`src/rtl/rgb2bayer_pkg.sv`:
```
`default_nettype none
// ============================================================================
//  Module      : rgb2bayer_pkg
//  Description : Shared constants, state and CFA-phase types, and the
//                Bayer component selector for the RGB-to-Bayer frame writer.
//  Revision    : 1.0 - initial release
// ============================================================================
package rgb2bayer_pkg;

    localparam int c_COLS   = 246;
    localparam int c_ROWS   = 296;
    localparam int c_TOTAL  = c_COLS * c_ROWS;
    localparam int c_ADDR_W = 20;
    localparam int c_PIX_W  = 24;

    typedef enum logic [1:0] {
        ST_IDLE  = 2'd0,
        ST_RUN   = 2'd1,
        ST_FLUSH = 2'd2,
        ST_DONE  = 2'd3
    } state_t;

    // Encoded as {row_odd, col_odd} so the phase falls straight out of the
    // low bits of the row and column counters.
    typedef enum logic [1:0] {
        PH_B      = 2'd0,
        PH_G_EVEN = 2'd1,
        PH_G_ODD  = 2'd2,
        PH_R      = 2'd3
    } cfa_phase_t;

    function automatic cfa_phase_t cfa_phase(input logic row_odd, input logic col_odd);
        return cfa_phase_t'({row_odd, col_odd});
    endfunction

    // Pixel word layout is {R, G, B}.
    function automatic logic [7:0] cfa_pick(input cfa_phase_t ph, input logic [c_PIX_W-1:0] pix);
        logic [7:0] v;
        case (ph)
            PH_B:    v = pix[7:0];
            PH_R:    v = pix[23:16];
            default: v = pix[15:8];
        endcase
        return v;
    endfunction

endpackage
`default_nettype wire

```
`src/rtl/rgb2bayer_writer_if.sv`:
```
`default_nettype none
// ============================================================================
//  Module      : rgb2bayer_writer_if
//  Description : Pixel-stream input handshake and single-port memory write
//                bus of the RGB-to-Bayer frame writer.
//  Revision    : 1.0 - initial release
// ============================================================================
interface rgb2bayer_writer_if;
    import rgb2bayer_pkg::*;

    logic                I_RGB_data_valid;
    logic [7:0]          I_RGB_data_R;
    logic [7:0]          I_RGB_data_G;
    logic [7:0]          I_RGB_data_B;
    logic                I_RGB_ready;
    logic                mem_stall;
    logic                cen;
    logic                wen;
    logic [c_ADDR_W-1:0] addr;
    logic [7:0]          data_out;

    // Writer side: consumes pixels, drives the memory port.
    modport slave (
        input  I_RGB_data_valid, I_RGB_data_R, I_RGB_data_G, I_RGB_data_B,
        output I_RGB_ready,
        input  mem_stall,
        output cen, wen, addr, data_out
    );

    // Environment side: pixel source and memory.
    modport master (
        output I_RGB_data_valid, I_RGB_data_R, I_RGB_data_G, I_RGB_data_B,
        input  I_RGB_ready,
        output mem_stall,
        input  cen, wen, addr, data_out
    );
endinterface
`default_nettype wire

```
`src/rtl/rgb2bayer_writer_pix_fifo.sv`:
```
`default_nettype none
// ============================================================================
//  Module      : pix_fifo
//  Description : Small synchronous FIFO for input pixels. DEPTH must be a
//                power of two (>= 2); pointers carry one extra wrap bit.
//  Revision    : 1.0 - initial release
// ============================================================================
module pix_fifo #(
    parameter int WIDTH = 24,
    parameter int DEPTH = 4
) (
    input  wire logic             clk,
    input  wire logic             rst_n,
    input  wire logic             i_push,
    input  wire logic             i_pop,
    input  wire logic [WIDTH-1:0] i_data,
    output logic      [WIDTH-1:0] o_data,
    output logic                  o_full,
    output logic                  o_empty
);
    localparam int c_AW = $clog2(DEPTH);

    logic [WIDTH-1:0] r_mem [DEPTH];
    logic [c_AW:0]    r_wr_ptr;
    logic [c_AW:0]    r_rd_ptr;
    logic             w_do_push;
    logic             w_do_pop;

    assign w_do_push = i_push && !o_full;
    assign w_do_pop  = i_pop && !o_empty;
    assign o_empty   = (r_wr_ptr == r_rd_ptr);
    assign o_full    = (r_wr_ptr[c_AW] != r_rd_ptr[c_AW]) &&
                       (r_wr_ptr[c_AW-1:0] == r_rd_ptr[c_AW-1:0]);
    assign o_data    = r_mem[r_rd_ptr[c_AW-1:0]];

    // Pointer update; reset empties the buffer.
    always_ff @(posedge clk or negedge rst_n) begin
        if (!rst_n) begin
            r_wr_ptr <= '0;
            r_rd_ptr <= '0;
        end else begin
            if (w_do_push) r_wr_ptr <= r_wr_ptr + 1'b1;
            if (w_do_pop)  r_rd_ptr <= r_rd_ptr + 1'b1;
        end
    end

    // Storage write; contents need no reset since the pointers gate reads.
    always_ff @(posedge clk) begin
        if (w_do_push) r_mem[r_wr_ptr[c_AW-1:0]] <= i_data;
    end
endmodule
`default_nettype wire

```
`src/rtl/rgb2bayer_writer.sv`:
```
`default_nettype none
// ============================================================================
//  Module      : rgb2bayer_writer
//  Description : Accepts one RGB frame in raster order and writes the Bayer
//                (BGGR) mosaic sample of each pixel to consecutive memory
//                words, with back-pressure from the memory via a small FIFO.
//  Revision    : 1.0 - initial release
// ============================================================================
module rgb2bayer_writer
    import rgb2bayer_pkg::*;
#(
    parameter int COLS       = c_COLS,
    parameter int ROWS       = c_ROWS,
    parameter int FIFO_DEPTH = 4
) (
    input  wire logic          clk,
    input  wire logic          rst_n,
    input  wire logic          frame_start,
    rgb2bayer_writer_if.slave  bus,
    output logic               busy,
    output logic               done
);
    localparam int c_FRAME_PIX = COLS * ROWS;
    localparam int c_RW        = $clog2(ROWS);
    localparam int c_CW        = $clog2(COLS);

    state_t              r_state;
    logic [c_ADDR_W-1:0] r_in_cnt;
    logic [c_ADDR_W-1:0] r_waddr;
    logic [c_RW-1:0]     r_row;
    logic [c_CW-1:0]     r_col;
    logic                r_cen;
    logic                r_wen;
    logic [c_ADDR_W-1:0] r_addr;
    logic [7:0]          r_data;
    logic                r_busy;
    logic                r_done;

    logic                w_fifo_full;
    logic                w_fifo_empty;
    logic [c_PIX_W-1:0]  w_fifo_data;
    logic                w_ready;
    logic                w_push;
    logic                w_pop;
    logic                w_start;
    logic                w_last_in;
    logic                w_col_end;
    logic                w_last_wr;
    cfa_phase_t          w_phase;

    assign w_ready   = (r_state == ST_RUN) && !w_fifo_full;
    assign w_push    = bus.I_RGB_data_valid && w_ready;
    assign w_pop     = ((r_state == ST_RUN) || (r_state == ST_FLUSH)) &&
                       !w_fifo_empty && !bus.mem_stall;
    assign w_start   = (r_state == ST_IDLE) && frame_start;
    assign w_last_in = w_push && (r_in_cnt == c_ADDR_W'(c_FRAME_PIX - 1));
    assign w_col_end = (r_col == c_CW'(COLS - 1));
    assign w_last_wr = w_pop && w_col_end && (r_row == c_RW'(ROWS - 1));
    assign w_phase   = cfa_phase(r_row[0], r_col[0]);

    pix_fifo #(
        .WIDTH (c_PIX_W),
        .DEPTH (FIFO_DEPTH)
    ) u_pix_fifo (
        .clk     (clk),
        .rst_n   (rst_n),
        .i_push  (w_push),
        .i_pop   (w_pop),
        .i_data  ({bus.I_RGB_data_R, bus.I_RGB_data_G, bus.I_RGB_data_B}),
        .o_data  (w_fifo_data),
        .o_full  (w_fifo_full),
        .o_empty (w_fifo_empty)
    );

    // Frame sequencer: state, accepted-pixel count and registered busy/done.
    always_ff @(posedge clk or negedge rst_n) begin
        if (!rst_n) begin
            r_state  <= ST_IDLE;
            r_in_cnt <= '0;
            r_busy   <= 1'b0;
            r_done   <= 1'b0;
        end else begin
            r_done <= 1'b0;
            case (r_state)
                ST_IDLE: begin
                    if (frame_start) begin
                        r_state  <= ST_RUN;
                        r_in_cnt <= '0;
                        r_busy   <= 1'b1;
                    end
                end
                ST_RUN: begin
                    if (w_push)    r_in_cnt <= r_in_cnt + c_ADDR_W'(1);
                    if (w_last_in) r_state  <= ST_FLUSH;
                end
                ST_FLUSH: begin
                    if (w_last_wr) begin
                        r_state <= ST_DONE;
                        r_done  <= 1'b1;
                    end
                end
                ST_DONE: begin
                    r_state <= ST_IDLE;
                    r_busy  <= 1'b0;
                end
                default: r_state <= ST_IDLE;
            endcase
        end
    end

    // Write port: one registered access per popped pixel; the address is a
    // running counter so no row*COLS multiply is needed.
    always_ff @(posedge clk or negedge rst_n) begin
        if (!rst_n) begin
            r_row   <= '0;
            r_col   <= '0;
            r_waddr <= '0;
            r_addr  <= '0;
            r_data  <= '0;
            r_cen   <= 1'b1;
            r_wen   <= 1'b1;
        end else if (w_start) begin
            r_row   <= '0;
            r_col   <= '0;
            r_waddr <= '0;
            r_addr  <= '0;
            r_cen   <= 1'b1;
            r_wen   <= 1'b1;
        end else if (w_pop) begin
            r_cen   <= 1'b0;
            r_wen   <= 1'b0;
            r_addr  <= r_waddr;
            r_data  <= cfa_pick(w_phase, w_fifo_data);
            r_waddr <= r_waddr + c_ADDR_W'(1);
            if (w_col_end) begin
                r_col <= '0;
                r_row <= r_row + c_RW'(1);
            end else begin
                r_col <= r_col + c_CW'(1);
            end
        end else begin
            r_cen <= 1'b1;
            r_wen <= 1'b1;
        end
    end

    assign bus.I_RGB_ready = w_ready;
    assign bus.cen         = r_cen;
    assign bus.wen         = r_wen;
    assign bus.addr        = r_addr;
    assign bus.data_out    = r_data;
    assign busy            = r_busy;
    assign done            = r_done;
endmodule
`default_nettype wire

```
`src/flat_wrapper.sv`:
```
// flat-port wrapper written by rule: the top's interface ports become plain ports
module rgb2bayer_writer_flat import rgb2bayer_pkg::*;
#(
    parameter int COLS       = c_COLS,
    parameter int ROWS       = c_ROWS,
    parameter int FIFO_DEPTH = 4
)
  (clk, rst_n, frame_start, busy, done, bus_I_RGB_data_valid, bus_I_RGB_data_R, bus_I_RGB_data_G, bus_I_RGB_data_B, bus_I_RGB_ready, bus_mem_stall, bus_cen, bus_wen, bus_addr, bus_data_out);
  rgb2bayer_writer_if bus_i ();
  input  wire logic clk;
  input  wire logic rst_n;
  input  wire logic frame_start;
  output logic busy;
  output logic done;
  input wire logic [$bits(bus_i.I_RGB_data_valid)-1:0] bus_I_RGB_data_valid;
  input wire logic [$bits(bus_i.I_RGB_data_R)-1:0] bus_I_RGB_data_R;
  input wire logic [$bits(bus_i.I_RGB_data_G)-1:0] bus_I_RGB_data_G;
  input wire logic [$bits(bus_i.I_RGB_data_B)-1:0] bus_I_RGB_data_B;
  output wire logic [$bits(bus_i.I_RGB_ready)-1:0] bus_I_RGB_ready;
  input wire logic [$bits(bus_i.mem_stall)-1:0] bus_mem_stall;
  output wire logic [$bits(bus_i.cen)-1:0] bus_cen;
  output wire logic [$bits(bus_i.wen)-1:0] bus_wen;
  output wire logic [$bits(bus_i.addr)-1:0] bus_addr;
  output wire logic [$bits(bus_i.data_out)-1:0] bus_data_out;
  assign bus_i.I_RGB_data_valid = bus_I_RGB_data_valid;
  assign bus_i.I_RGB_data_R = bus_I_RGB_data_R;
  assign bus_i.I_RGB_data_G = bus_I_RGB_data_G;
  assign bus_i.I_RGB_data_B = bus_I_RGB_data_B;
  assign bus_I_RGB_ready = bus_i.I_RGB_ready;
  assign bus_i.mem_stall = bus_mem_stall;
  assign bus_cen = bus_i.cen;
  assign bus_wen = bus_i.wen;
  assign bus_addr = bus_i.addr;
  assign bus_data_out = bus_i.data_out;
  rgb2bayer_writer #(.COLS(COLS), .ROWS(ROWS), .FIFO_DEPTH(FIFO_DEPTH)) u_core (.clk(clk), .rst_n(rst_n), .frame_start(frame_start), .bus(bus_i), .busy(busy), .done(done));
endmodule
```
`config.mk`:
```
export PLATFORM = sky130hd
export DESIGN_NAME = rgb2bayer_writer_flat
export DESIGN_NICKNAME = d
export VERILOG_FILES = /design/src/rtl/rgb2bayer_pkg.sv /design/src/rtl/rgb2bayer_writer_if.sv /design/src/rtl/rgb2bayer_writer_pix_fifo.sv /design/src/rtl/rgb2bayer_writer.sv /design/src/flat_wrapper.sv
export SDC_FILE = /design/constraint.sdc
export NUM_CORES = 1
export LEC_CHECK = 0
export CAP_MARGIN = 20
export CORE_ASPECT_RATIO = 1.5
export CORE_UTILIZATION = 50
export CTS_CLUSTER_SIZE = 20
export DETAILED_ROUTE_END_ITERATION = 10
export PLACE_DENSITY = 0.67
export SLEW_MARGIN = 20
export SYNTH_ARGS = -nofsm -noshare
export SYNTH_HDL_FRONTEND = slang
export SYNTH_SLANG_ARGS = --single-unit
```
`constraint.sdc`:
```
create_clock -name clk -period 3.5 [get_ports clk]
set_clock_uncertainty 0.15 [all_clocks]
set_input_delay 0.35 -clock clk [delete_from_list [all_inputs] [get_ports clk]]
set_output_delay 0.35 -clock clk [all_outputs]
set_load 0.02 [all_outputs]
```
==> run_1/clock_nets.png <==
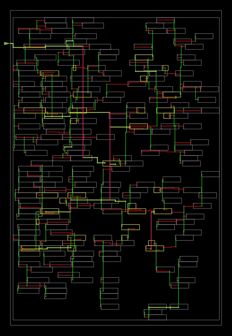
TritonCTS Sinks: 192
sequential cell count: 192
Clock net power: 0.00193 W

==> run_1/m3.png <==
Bar = 20 um.
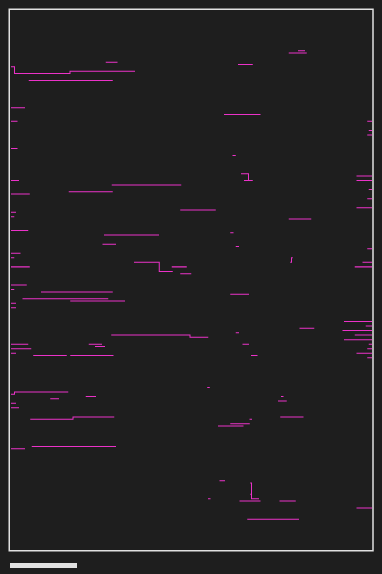
main direction: horizontal
wire length on this layer: 579 um
share of all routed wire: 3.5%
nets with wire on the layer: 77
Total Routed Length: 16.48 mm
met3 Usage GRT: 0.03955

==> run notes, run 1 <==
State of the implementation.

- For the worst setup path, the data arrival time is 2.48 ns.
- The clock insertion delay at the later pin of the skew report is 0.43 ns, for reference.
- Across the placement rows, the number of tap cells is 206.
- The leading cell type by number of instances after synthesis is sky130_fd_sc_hd__edfxtp_1, for reference.
- In the per-layer summary, the met1 wirelength comes to 6.810 mm.
- The worst max-slew margin expressed relative to the limit is 0.4548, for reference.
- The number of hold buffers added after CTS was 1.
- The endpoint class of the critical path is an output port, for reference.
- The filler cells instantiated in the layout total 1,310.
- The finished cells cover 0.009942 sq mm.
- For the pin with the worst max-slew slack, the measured transition is 0.8147 ns.
- The number of stages on the worst setup path is 5, for reference.
- The worst setup path is of the reg -> out kind.
- The path type of the worst min-delay path is in -> async, for reference.
- The synthesized netlist has a Yosys-reported chip area of 0.008477 sq mm.
- The signal on the critical path passes through inv_1 -> ha_1 -> inv_1 -> nor2_1 -> clkdlybuf4s50_1.
- The power report puts the net switching power at 0.002347 W.
- The critical path buffer and inverter count is 3, for reference.
- The run finished with clean final reports.
- The first global-routing pass estimated 27.83 mm of wire.
- Per the GRT log, the top usage layer is met2.
- The initial antenna violation count came to 0.
- The switching share of total power is 0.3391, for reference.
- The share of total power in the clock network is 0.279, for reference.
- The AND-OR/OR-AND share of the synthesized area is 0.08959, for reference.
- In this run the worst path has a maximum fanout of 15.
- The number of setup buffers added after CTS is 0, for reference.
- Per the synthesis report, the XOR/XNOR share of the synthesized area is 0.03439.
- The via count of the first global-routing pass is 5,630.
- Multi-input combinational cells in the finished layout were counted as 434.
- Non-clock buffers in the final layout number 76.
- The total power of the final layout is 0.006920 W, for reference.
- The worst voltage drop across the vdd grid is 0.0006006 V, for reference.
- TritonCTS built the clock tree.
- The number of nets in the final layout is 785, for reference.
- Post-CTS repair changed the size of 0 cells.
- The warning tally printed by Yosys for this design is 0.
- The total overflow reported by the global router is 0, for reference.
- The number of hold violations in the final report is 0, for reference.
- The cell sitting at the root of the clock tree is a sky130_fd_sc_hd__clkbuf_16.
==> run_1/route_heat.png <==
Bar = 20 um. 22 x 32 tiles, from dark blue (low) to red (high), scaled to the fullest tile. Values are wire area over tile area, all layers added.
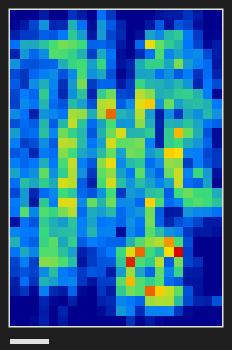
mean over tiles: 0.15
fullest tile: 0.52
nearly empty tiles: 11%
densest ninth of the die: middle
tiles over half the peak: 17%
Avg WL per Cell: 17.19 um
number of vias after detailed routing: 5,568
GRT Overall Usage: 0.2072

==> run 1 -> run 2 <==
--- a/config.mk
+++ b/config.mk
@@ -5,6 +5,7 @@
 export SDC_FILE = /design/constraint.sdc
 export NUM_CORES = 1
 export LEC_CHECK = 0
+export ABC_CLOCK_PERIOD_IN_PS = 3500
 export CAP_MARGIN = 20
 export CORE_ASPECT_RATIO = 1.5
 export CORE_UTILIZATION = 50
==> run_2/route_heat.png <==
Bar = 20 um. 22 x 32 tiles, from dark blue (low) to red (high), scaled to the fullest tile. Values are wire area over tile area, all layers added.
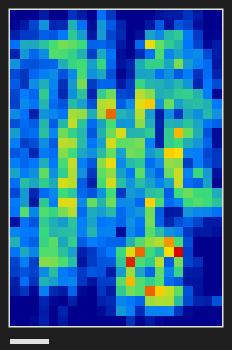
nearly empty tiles: 11%
densest ninth of the die: middle
fullest tile: 0.52
mean over tiles: 0.15
tiles over half the peak: 17%

==> run notes, run 2 <==
State of the implementation.

- The routed length on met2 came to 8.864 mm (unchanged).
- The post-detailed-route wirelength per cell is 17.19 um (unchanged), for reference.
- The switching power total is 0.002347 W (unchanged), for reference.
- The standby leakage power is 3.706 nW (unchanged), for reference.
- The detailed-route wire length was 16.48 mm (unchanged).
- The endpoint class of the critical path was an output port (unchanged).
- The count of inserted tapcells is 206 (unchanged), for reference.
- The busiest metal layer after global routing is met2 (unchanged).
- The number of logic gates was 434 (unchanged).
- Outcome: finished clean (unchanged).
- The initial antenna violation count is 0 (unchanged), for reference.
- The worst max-slew margin expressed relative to the limit is 0.4548 (unchanged), for reference.
- The number of hold violations in the final report came to 0 (unchanged).
- The number of sequential storage elements is 192 (unchanged), for reference.
- The synthesis warning total was 0 (unchanged).
- The global-route track usage on met3 was 0.03955 (unchanged).
- The finished layout cell area is 0.009942 sq mm (unchanged), for reference.
- The power of the clock network is 0.00193 W (about the same), for reference.
- The non-clock buffer total of the final layout came to 76 (unchanged).
- Cell-by-cell listing of the critical path: inv_1 -> ha_1 -> inv_1 -> nor2_1 -> clkdlybuf4s50_1 (unchanged).
- The number of clock sinks seen by CTS is 192 (unchanged), for reference.
- The number of setup buffers added after CTS was 0 (unchanged).
- The switching share of total power was 0.3391 (unchanged).
- The worst voltage drop across the vdd grid was 0.0006006 V (unchanged).
- The per-instance average area after synthesis is 12.48 sq um (unchanged).
- The largest fanout on the critical path is 15 (unchanged), for reference.
- The number of hold buffers added after cts was 1 (unchanged).
- The total of fill cells in the finished design is 1,310 (unchanged).
- The number of nets in the final layout is 785 (unchanged), for reference.
- The via count of the first global-routing pass is 5,630 (unchanged), for reference.
- The kind of critical path is reg -> out (unchanged).
- The overall via count from detail_route is 5,568 (unchanged).
- The sequential group share of total power is 0.410 (about the same), for reference.
- The number of stages on the worst setup path came to 5 (unchanged).
- The leading cell type by number of instances after synthesis was sky130_fd_sc_hd__edfxtp_1 (unchanged).
- The endpoint arrival time on the critical path is 2.48 ns (about the same).
- The reg-to-reg critical path startpoint is u_core.r_state[1] (unchanged).
- The met1 wire length is 6.810 mm (unchanged), for reference.
- The root buffer cell is sky130_fd_sc_hd__clkbuf_16 (unchanged).
- The transition at the pin with the smallest max-transition slack is 0.8147 ns (unchanged), for reference.
- The first-pass GRT wire length is 27.83 mm (unchanged), for reference.
- The count of instances resized after the clock tree is built came to 0 (unchanged).
- The critical path buffer and inverter count came to 3 (unchanged).
==> run_2/class_map.png <==
Fill, decap, tap and diode cells in gray.
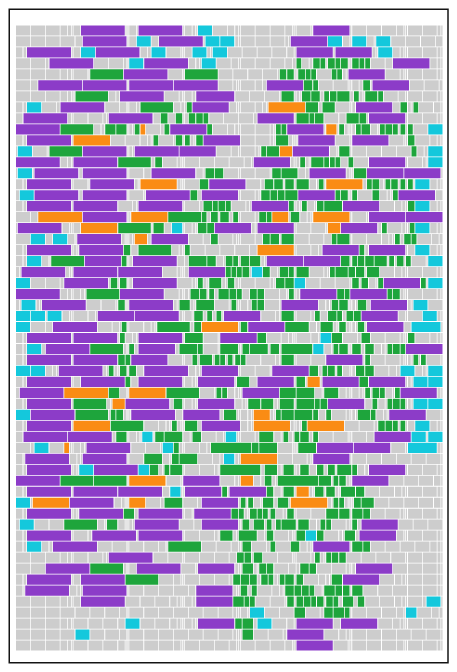
| class | color | cells | share of their area |
|---|---|---|---|
| remaining logic cells | green | 453 | 32% |
| clock drivers and dummy loads | orange | 32 | 6.1% |
| registers | purple | 192 | 55% |
| remaining buffers and delay cells | cyan | 76 | 7.7% |
area of the placeable core: 0.01640 sq mm
fin util: 0.6061
count of standard-cell rows: 57

==> run 2 -> run 3 <==
--- a/config.mk
+++ b/config.mk
@@ -11,7 +11,8 @@
 export CORE_UTILIZATION = 50
 export CTS_CLUSTER_SIZE = 20
 export DETAILED_ROUTE_END_ITERATION = 10
-export PLACE_DENSITY = 0.67
+export DONT_BUFFER_PORTS = 1
+export PLACE_DENSITY = 0.62
 export SLEW_MARGIN = 20
 export SYNTH_ARGS = -nofsm -noshare
 export SYNTH_HDL_FRONTEND = slang
==> run_3/class_map.png <==
Fill, decap, tap and diode cells in gray.
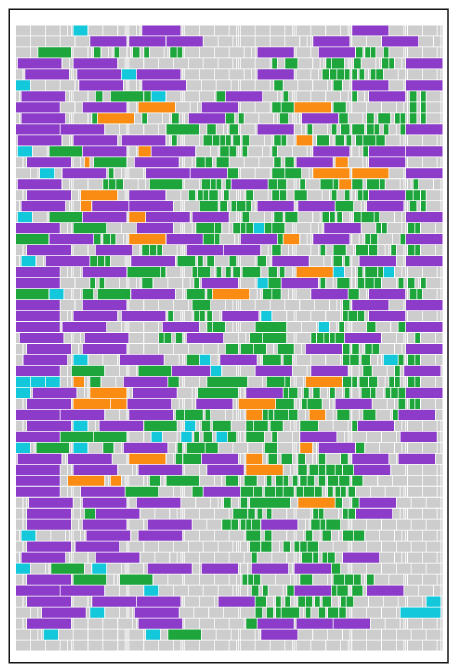
| class | color | cells | share of their area |
|---|---|---|---|
| remaining logic cells | green | 453 | 33% |
| clock drivers and dummy loads | orange | 32 | 6.1% |
| remaining buffers and delay cells | cyan | 39 | 4.1% |
| registers | purple | 192 | 57% |
fin util: 0.5817
Post-Layout Inst Area: 0.009542 sq mm
fraction of standard cell area that is sequential: 0.5542

==> run notes, run 3 <==
State of the implementation.

- The number of setup buffers added after CTS is 0 (unchanged), for reference.
- The non-clock buffer total of the final layout came to 39 (was 76).
- The total overflow reported by the global router is 0 (unchanged).
- The per-instance average area after synthesis is 12.48 sq um (unchanged), for reference.
- The met1 wire length came to 6.741 mm (was 6.810 mm).
- The number of hold buffers added after cts is 27 (was 1).
- The path type of the worst min-delay path was in -> reg (was in -> async).
- The busiest metal layer after global routing is met2 (unchanged), for reference.
- The area of the synthesized netlist per yosys stat was 0.008477 sq mm (unchanged).
- Cell-by-cell listing of the critical path: inv_1 -> ha_1 -> nor2b_1 -> o31a_1 -> nand4_1 -> a2bb2oi_1 -> mux2_2 (was inv_1 -> ha_1 -> inv_1 -> nor2_1 -> clkdlybuf4s50_1).
- The area of the core is 0.01640 sq mm (unchanged), for reference.
- The switching power total was 0.002390 W (was 0.002347 W).
- The worst max-slew margin expressed relative to the limit is 0.3816 (was 0.4548).
- The number of stages on the worst setup path is 7 (was 5), for reference.
- The standby leakage power is 3.560 nW (was 3.706 nW), for reference.
- The CTS tree is yes (unchanged).
- The number of logic gates is 434 (unchanged), for reference.
- The count of instances resized after the clock tree is built was 0 (unchanged).
- The synthesis warning total is 0 (unchanged), for reference.
- The clock insertion delay at the later pin of the skew report is 0.43 ns (about the same), for reference.
- The endpoint arrival time on the critical path is 2.83 ns (was 2.48 ns), for reference.
- The root buffer cell is sky130_fd_sc_hd__clkbuf_16 (unchanged), for reference.
- The number of hold violations in the final report came to 0 (unchanged).
- The largest fanout on the critical path came to 10 (was 15).
- The reg-to-reg critical path startpoint was u_core.r_state[1] (unchanged).
- Outcome: finished clean (unchanged).
- The sequential group share of total power is 0.437 (was 0.410), for reference.
- The share of total power in the clock network came to 0.277 (was 0.279).
- The transition at the pin with the smallest max-transition slack is 0.9192 ns (was 0.8147 ns), for reference.
- The count of inserted tapcells is 206 (unchanged).
- The global-route track usage on met3 is 0.04722 (was 0.03955), for reference.
- The parity-gate share of the synthesized area counting xor and xnor cells was 0.03439 (unchanged).
==> run_3/route_heat.png <==
Bar = 20 um. 22 x 32 tiles, from dark blue (low) to red (high), scaled to the fullest tile. Values are wire area over tile area, all layers added.
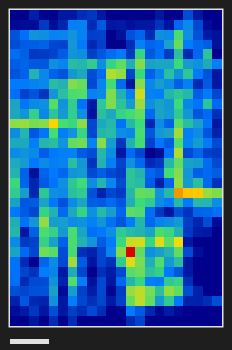
tiles over half the peak: 12%
fullest tile: 0.58
mean over tiles: 0.15
Avg WL per Cell: 18.68 um
number of vias after detailed routing: 5,346
Total Routed Length: 17.23 mm
GRT Overall Usage: 0.2122

Power is estimated from default activity; no workload was simulated.
